**Run 1: the metal 1 layer**

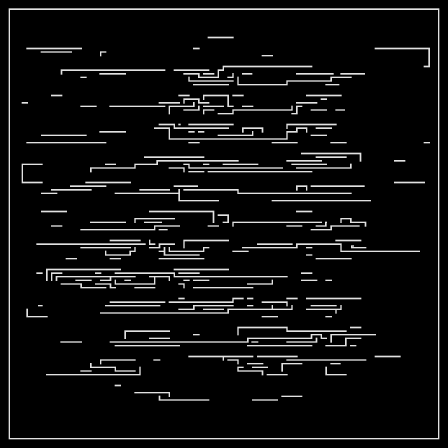
**Run 1: met2 routing**

Scale bar: 10 um.
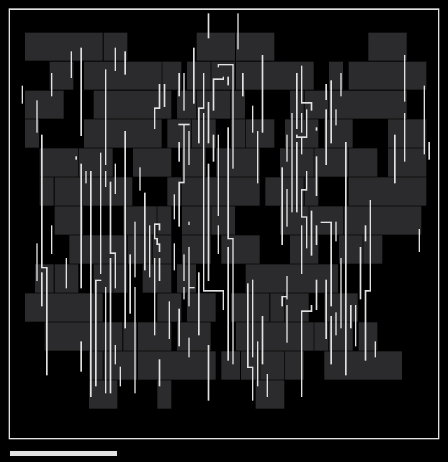
**Run 1: signal wires on met3**

Scale bar: 10 um.
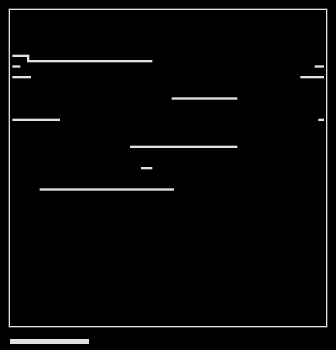
## config.mk

```make
export PLATFORM = sky130hd
export DESIGN_NAME = sle_q_debounce
export DESIGN_NICKNAME = d
export VERILOG_FILES = /design/src/rtl/sle_dbnc_pkg.sv /design/src/rtl/sle_sync_chain.sv /design/src/rtl/sle_q_debounce.sv
export SDC_FILE = /design/constraint.sdc
export NUM_CORES = 1
export LEC_CHECK = 0
export ABC_CLOCK_PERIOD_IN_PS = 1900
export CORE_UTILIZATION = 52
export CTS_CLUSTER_DIAMETER = 50
export DETAILED_ROUTE_END_ITERATION = 16
export GPL_TIMING_DRIVEN = 0
export PLACE_DENSITY_LB_ADDON = 0.05
export RECOVER_POWER = 100
export SLEW_MARGIN = 10
export SYNTH_ARGS = -nofsm -noshare
export SYNTH_HDL_FRONTEND = slang
export SYNTH_HIERARCHICAL = 1
export SYNTH_SLANG_ARGS = --single-unit
```

## constraint.sdc

```tcl
create_clock -name CLK -period 1.9 [get_ports CLK]
set_clock_uncertainty 0.1 [all_clocks]
set_input_delay 0.38 -clock CLK [delete_from_list [all_inputs] [get_ports CLK]]
set_output_delay 0.38 -clock CLK [all_outputs]
set_load 0.005 [all_outputs]
```

## src/rtl/sle_dbnc_pkg.sv

```systemverilog
// Shared types and defaults for the SLE Q-output debouncer.
package sle_dbnc_pkg;

    // Qualifier FSM: two stable levels, each with a check state towards the other.
    typedef enum logic [1:0] {
        ST_LO  = 2'd0,
        CHK_HI = 2'd1,
        ST_HI  = 2'd2,
        CHK_LO = 2'd3
    } dbnc_state_t;

    localparam int SYNC_STAGES_DEF = 2;
    localparam int STABLE_CNT_DEF  = 4;

endpackage

```

## src/rtl/sle_sync_chain.sv

```systemverilog
// Plain flop-chain synchroniser; Q is the last stage.
module sle_sync_chain #(
    parameter int   STAGES  = 2,
    parameter logic RST_VAL = 1'b0
) (
    input  logic CLK,
    input  logic RST,
    input  logic D,
    output logic Q
);

    logic [STAGES-1:0] sync_reg;
    logic [STAGES-1:0] stage_in;

    // Each stage takes the raw input (first stage) or the previous stage.
    for (genvar gi = 0; gi < STAGES; gi++) begin : g_stage
        if (gi == 0) begin : g_first
            assign stage_in[gi] = D;
        end else begin : g_next
            assign stage_in[gi] = sync_reg[gi-1];
        end
    end

    // Shift every cycle; reset preloads every stage with the reset level.
    always_ff @(posedge CLK) begin
        if (RST) begin
            sync_reg <= {STAGES{RST_VAL}};
        end else begin
            sync_reg <= stage_in;
        end
    end

    assign Q = sync_reg[STAGES-1];

endmodule

```

## src/rtl/sle_q_debounce.sv

```systemverilog
// Debouncer for the SLE Q output: synchronise, then accept a level change
// only after it has held for STABLE_CNT consecutive enabled cycles.
module sle_q_debounce
    import sle_dbnc_pkg::*;
#(
    parameter int   SYNC_STAGES = SYNC_STAGES_DEF,
    parameter int   STABLE_CNT  = STABLE_CNT_DEF,
    parameter int   CNT_W       = 8,
    parameter logic RST_VAL     = 1'b0
) (
    input  logic CLK,
    input  logic RST,
    input  logic EN,
    input  logic Q_IN,
    output logic Q_OUT,
    output logic RISE,
    output logic FALL,
    output logic GLITCH,
    output logic BUSY
);

    // Reject illegal parameterisations at elaboration.
    if (STABLE_CNT < 2) begin : g_bad_cnt_lo
        $fatal(1, "sle_q_debounce: STABLE_CNT must be at least 2");
    end
    if (64'(STABLE_CNT) > ((64'(1) << CNT_W) - 64'(1))) begin : g_bad_cnt_hi
        $fatal(1, "sle_q_debounce: STABLE_CNT does not fit in CNT_W bits");
    end
    if ((SYNC_STAGES < 2) || (SYNC_STAGES > 4)) begin : g_bad_sync
        $fatal(1, "sle_q_debounce: SYNC_STAGES must be 2..4");
    end

    localparam logic [CNT_W-1:0] CNT_ONE  = CNT_W'(1);
    localparam logic [CNT_W-1:0] CNT_LAST = CNT_W'(STABLE_CNT - 1);
    localparam dbnc_state_t      ST_RST   = RST_VAL ? ST_HI : ST_LO;

    logic             s;
    dbnc_state_t      state_reg, state_next;
    logic [CNT_W-1:0] cnt_reg, cnt_next;
    logic             q_out_reg, q_out_next;
    logic             rise_reg, rise_next;
    logic             fall_reg, fall_next;
    logic             glitch_reg, glitch_next;

    sle_sync_chain #(
        .STAGES  (SYNC_STAGES),
        .RST_VAL (RST_VAL)
    ) u_sync (
        .CLK (CLK),
        .RST (RST),
        .D   (Q_IN),
        .Q   (s)
    );

    // State, counter and registered outputs; reset aborts any check silently.
    always_ff @(posedge CLK) begin
        if (RST) begin
            state_reg  <= ST_RST;
            cnt_reg    <= '0;
            q_out_reg  <= RST_VAL;
            rise_reg   <= 1'b0;
            fall_reg   <= 1'b0;
            glitch_reg <= 1'b0;
        end else begin
            state_reg  <= state_next;
            cnt_reg    <= cnt_next;
            q_out_reg  <= q_out_next;
            rise_reg   <= rise_next;
            fall_reg   <= fall_next;
            glitch_reg <= glitch_next;
        end
    end

    // Next-state logic; EN=0 holds everything and suppresses strobes.
    always_comb begin
        state_next  = state_reg;
        cnt_next    = cnt_reg;
        q_out_next  = q_out_reg;
        rise_next   = 1'b0;
        fall_next   = 1'b0;
        glitch_next = 1'b0;
        if (EN) begin
            case (state_reg)
                ST_LO: begin
                    if (s) begin
                        state_next = CHK_HI;
                        cnt_next   = CNT_ONE;
                    end
                end
                CHK_HI: begin
                    if (!s) begin
                        state_next  = ST_LO;
                        cnt_next    = '0;
                        glitch_next = 1'b1;
                    end else if (cnt_reg == CNT_LAST) begin
                        state_next = ST_HI;
                        cnt_next   = '0;
                        q_out_next = 1'b1;
                        rise_next  = 1'b1;
                    end else begin
                        cnt_next = cnt_reg + CNT_ONE;
                    end
                end
                ST_HI: begin
                    if (!s) begin
                        state_next = CHK_LO;
                        cnt_next   = CNT_ONE;
                    end
                end
                CHK_LO: begin
                    if (s) begin
                        state_next  = ST_HI;
                        cnt_next    = '0;
                        glitch_next = 1'b1;
                    end else if (cnt_reg == CNT_LAST) begin
                        state_next = ST_LO;
                        cnt_next   = '0;
                        q_out_next = 1'b0;
                        fall_next  = 1'b1;
                    end else begin
                        cnt_next = cnt_reg + CNT_ONE;
                    end
                end
                default: begin
                    state_next = ST_RST;
                    cnt_next   = '0;
                end
            endcase
        end
    end

    assign Q_OUT  = q_out_reg;
    assign RISE   = rise_reg;
    assign FALL   = fall_reg;
    assign GLITCH = glitch_reg;
    assign BUSY   = (state_reg == CHK_HI) || (state_reg == CHK_LO);

endmodule

```

==> results.yml, run 1 <==
# synthesis and place-and-route metrics
clock_network:
  insertion_delay_ns: 0.29
  cts_tree: "built"
  clk_path_buf_depth: 2
sta:
  finalSetupViolCount: 0
  fin_crit_ns: 1.84
  finalSetupTns_ns: 0
  finalCritPeriodShare_pct: 97.0
critical_path:
  cp.arrival_ns: 1.36
  r2r_start: "cnt_reg[0]"
  cp_max_fo: 10
  crit_family: "buffers and inverters"
  slowest_delay_ns: 0.49
pwr:
  pwr-share-comb_pct: 5.4
  p_seq_uw: 342
  ir_worst_vdd_v: 0.000616
  p_total_uw: 548
cells_and_area:
  fillers: 108
  final_cell_area_um2: 897
  comb_area_um2: 413
  logic_gates: 60
synthesis:
  ys_cells: 81
  async_reset_ff_share_pct: 0
  yosysSeqAreaShare_pct: 42.3
  synthAdderAreaFrac_pct: 1.65
  synth_area_um2: 757
  common_cells: "dfxtp_1 (16), a21oi_1 (6), nor2_1 (6)"
  logic_family: "simple AND/OR/NAND/NOR gates"
  syn_area_per_cell_um2: 9.35
  ys_sh_xor_pct: 5.79
drt:
  drcViolationCount: 0
  ant_nets: 0
  first_iter_violations: 30
floorplanning:
  rows: 13
  die_area_um2: 1610
placed_design:
  port_buffers: 8
  dp_slack_ns: -0.284
worst_hold_path:
  hold_path.class: "reg -> reg"
status:
  status: "complete, no violations"
global_routing:
  grt.overflow.total: 0
  grt_max_degree: 11
-- 'the metal 1 layer' (at the start) --
main direction	horizontal
nets with wire on the layer	93
longest straight run	12.9 um
wire length on this layer	720 um
share of all routed wire	49%

-- 'met2 routing' (at the start) --
main direction	vertical
longest straight run	21.8 um
share of all routed wire	45%
nets with wire on the layer	81
Post-Route WL: 1.47 mm
via count: 640
met2 GRT Util: 33.9%

-- 'signal wires on met3' (at the start) --
nets with wire on the layer	9
main direction	horizontal
M3 GR Usage: 10.0%

[run 1: placed cells by master (no fill, tap or decap), types with 2 or more instances in the layout]
cell / count
dlygate4sd3_1: 5
and3_1: 3
a211o_1: 2
nor3_1: 2
nand4_1: 5
clkdlybuf4s50_1: 2
buf_4: 2
xnor2_1: 3
xor2_1: 2
nor2_1: 6
inv_1: 2
nor2b_1: 3
nand2_1: 4
dfxtp_1: 16
o21ai_0: 2
a21oi_1: 6
a211oi_1: 2
clkbuf_1: 3
clkbuf_4: 4
a31oi_1: 2
[run 1: per-layer routing]
| metal | vias to the layer above | part of all wire, % |
|---|---|---|
| met4 | 0 | 1.7 |
| met1 | 290 | 49 |
| met3 | 4 | 4.8 |
| met5 | - | 0 |
| met2 | 12 | 45 |
| li1 | 334 | - |
==> inputs of run 2 (changes only) <==
==> constraint.sdc (replaced) <==
create_clock -name CLK -period 1.9 [get_ports CLK]
set_clock_uncertainty 0.1 [all_clocks]
set_input_delay 0.38 -clock CLK [delete_from_list [all_inputs] [get_ports CLK]]
set_output_delay 0.38 -clock CLK [all_outputs]
set_load 0.1 [all_outputs]
==> run 2 against run 1 <==
Via count rose by 0.47%. Routed wire length fell by 3.8%. Sequential share of layout area fell by 0.15 points. Worst setup slack improved by 0.042 ns. Global-route usage fell by 2.1 points. Critical path depth fell by 1. Flip-flop count did not move. Clock power rose by 29%. Sequential power barely moved.
==> results.yml, run 2 <==
# synthesis and place-and-route metrics
synthesis:
  largest_area_cell: "dfxtp_1"
  ys_area_um2: 757
  async_reset_ff_share_pct: 0
  synth-main-ff-cell: "dfxtp_1"
  yosys-top-cells-area: "dfxtp_1 (42%), nand4_1 (4.1%), a21oi_1 (4.0%)"
  synth_area_um2: 757
  syn_area_per_cell_um2: 9.35
  edf_count: 0
  common_cells: "dfxtp_1 (16), a21oi_1 (6), nor2_1 (6)"
  yosysSeqAreaShare_pct: 42.3
  ys_cells: 81
clock_network:
  cts_tree: "built"
  cts.sinks: 16
  numCtsBuffers: 3
  htreeDepth: 1
  post-cts-setup-buffers: 2
  clk_path_buf_depth: 2
  insertion_delay_ns: 0.29
critical_path:
  cp_max_fo: 11
  cp.arrival_ns: 1.32
  crit_path_end: "BUSY"
  r2r-end: "cnt_reg[7]"
  r2r_start: "cnt_reg[0]"
  crit_path_start_kind: "flop"
  critPathCaptureType: "primary output"
sta:
  holdWs_ns: 0.349
  worstMarginPinSlew_ns: 0.544
  finalSetupTns_ns: 0
  fin_crit_ns: 1.80
  finalCritPeriodShare_pct: 94.8
  finalSetupViolCount: 0
cells_and_area:
  regArea_um2: 320
  fillers: 111
  ff_count: 16
  mostFrequentLayoutCell: "dfxtp_1"
  synthToLayoutAreaGrowth_pct: 19.0
  final_cell_area_um2: 901
  logic_gates: 60
  comb_area_um2: 418
  largest_register_ff_count: 8
  layout_top_cells: "dfxtp_1 (16), a21oi_1 (6), nor2_1 (6), nand4_1 (5)"
pwr:
  power_density_nw_per_um2: 671
  sw_frac_of_total_pct: 22.6
  ir_worst_vdd_v: 0.000437
  pwr-share-comb_pct: 5.6
  p_seq_uw: 343
  p_total_uw: 604
  p_comb_uw: 33.8
  switchingPower_uw: 136
  pwr-share-seq_pct: 56.7
status:
  status: "complete, no violations"
floorplanning:
  die_area_um2: 1610
  rows: 13
  die_w_um: 40.2
drt:
  routed_via_density: 5.90
  ant_nets: 0
  drcViolationCount: 0
  first_iter_violations: 20
  firstDrtPassIters: 4
  wl_mm: 1.41
global_routing:
  met3_usage_pct: 5.00
  grt_max_degree: 11
  grt.overflow.total: 0
  gr-usage-all-layers_pct: 20.3
worst_hold_path:
  hold_path.class: "reg -> reg"
placed_design:
  dp_slack_ns: -0.505
  port_buffers: 8
==> run 2: cell counts after synthesis <==
Identical to the previous run, type by type.
==> run 2: worst max-delay path, cell delays in order (launching register included) <==
cell and delay [ns]:
dfxtp_1 0.54, clkbuf_2 0.17, clkbuf_4 0.31
==> run 2: kinds of logic after synthesis <==
group | after synthesis | share of synthesized area, %
and+or+nand+nor | 32 | 27.4
AOI/OAI and AO/OA | 21 | 19.0
DFF | 16 | 42.3
xor gates and xnor gates | 5 | 5.79
buffers and inverters | 5 | 2.48
muxes | 1 | 1.32
adders and majority gates | 1 | 1.65
==> run 2: metal layers <==
metal | vias up | share of wire [%] | wire, um
met4 | 0 | 1.9 | 27
met2 | 14 | 42 | 598
li1 | 327 | - | -
met1 | 298 | 51 | 724
met3 | 4 | 4.5 | 63
met5 | - | 0 | 0
**Run 2: zoomed window**

Scale bar: 5 um. Window x 0 to 20, y 20 to 40 um. Cells in grey, sequential cells in the stronger grey; small squares are vias.
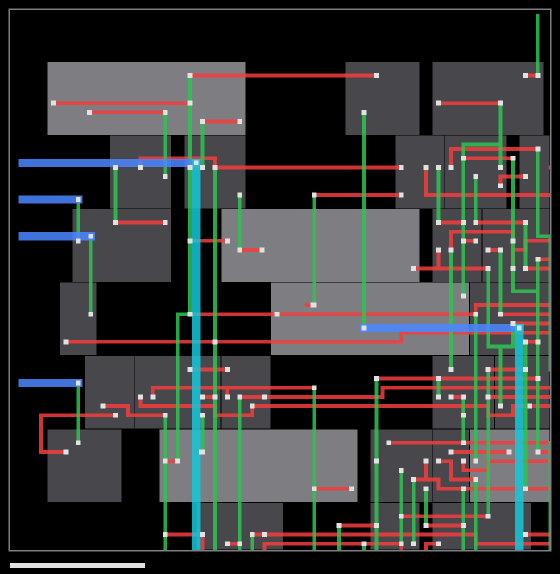
colour	layer
cyan	metal 4
green	metal 2
red	metal 1
blue	metal 3
sequential cells in the window	4
netlist names of flops here include	u_sync/sync_reg (2)
most frequent	dfxtp_1 (4), a21oi_1 (3)
cells with their middle in the window	26

**Run 2: met2 routing**

Scale bar: 10 um.
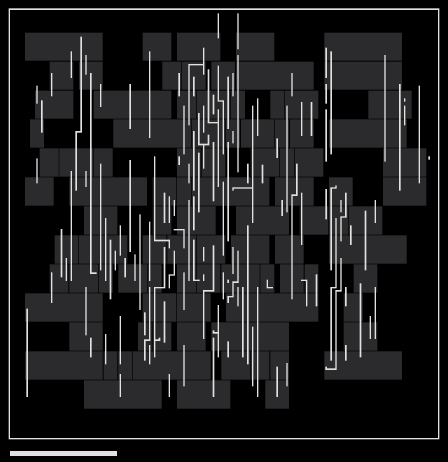
longest straight run	18.7 um
wire length on this layer	598 um
main direction	vertical
via count: 643
met2 GRT Util: 29.0%

Power is estimated from default activity; no workload was simulated.
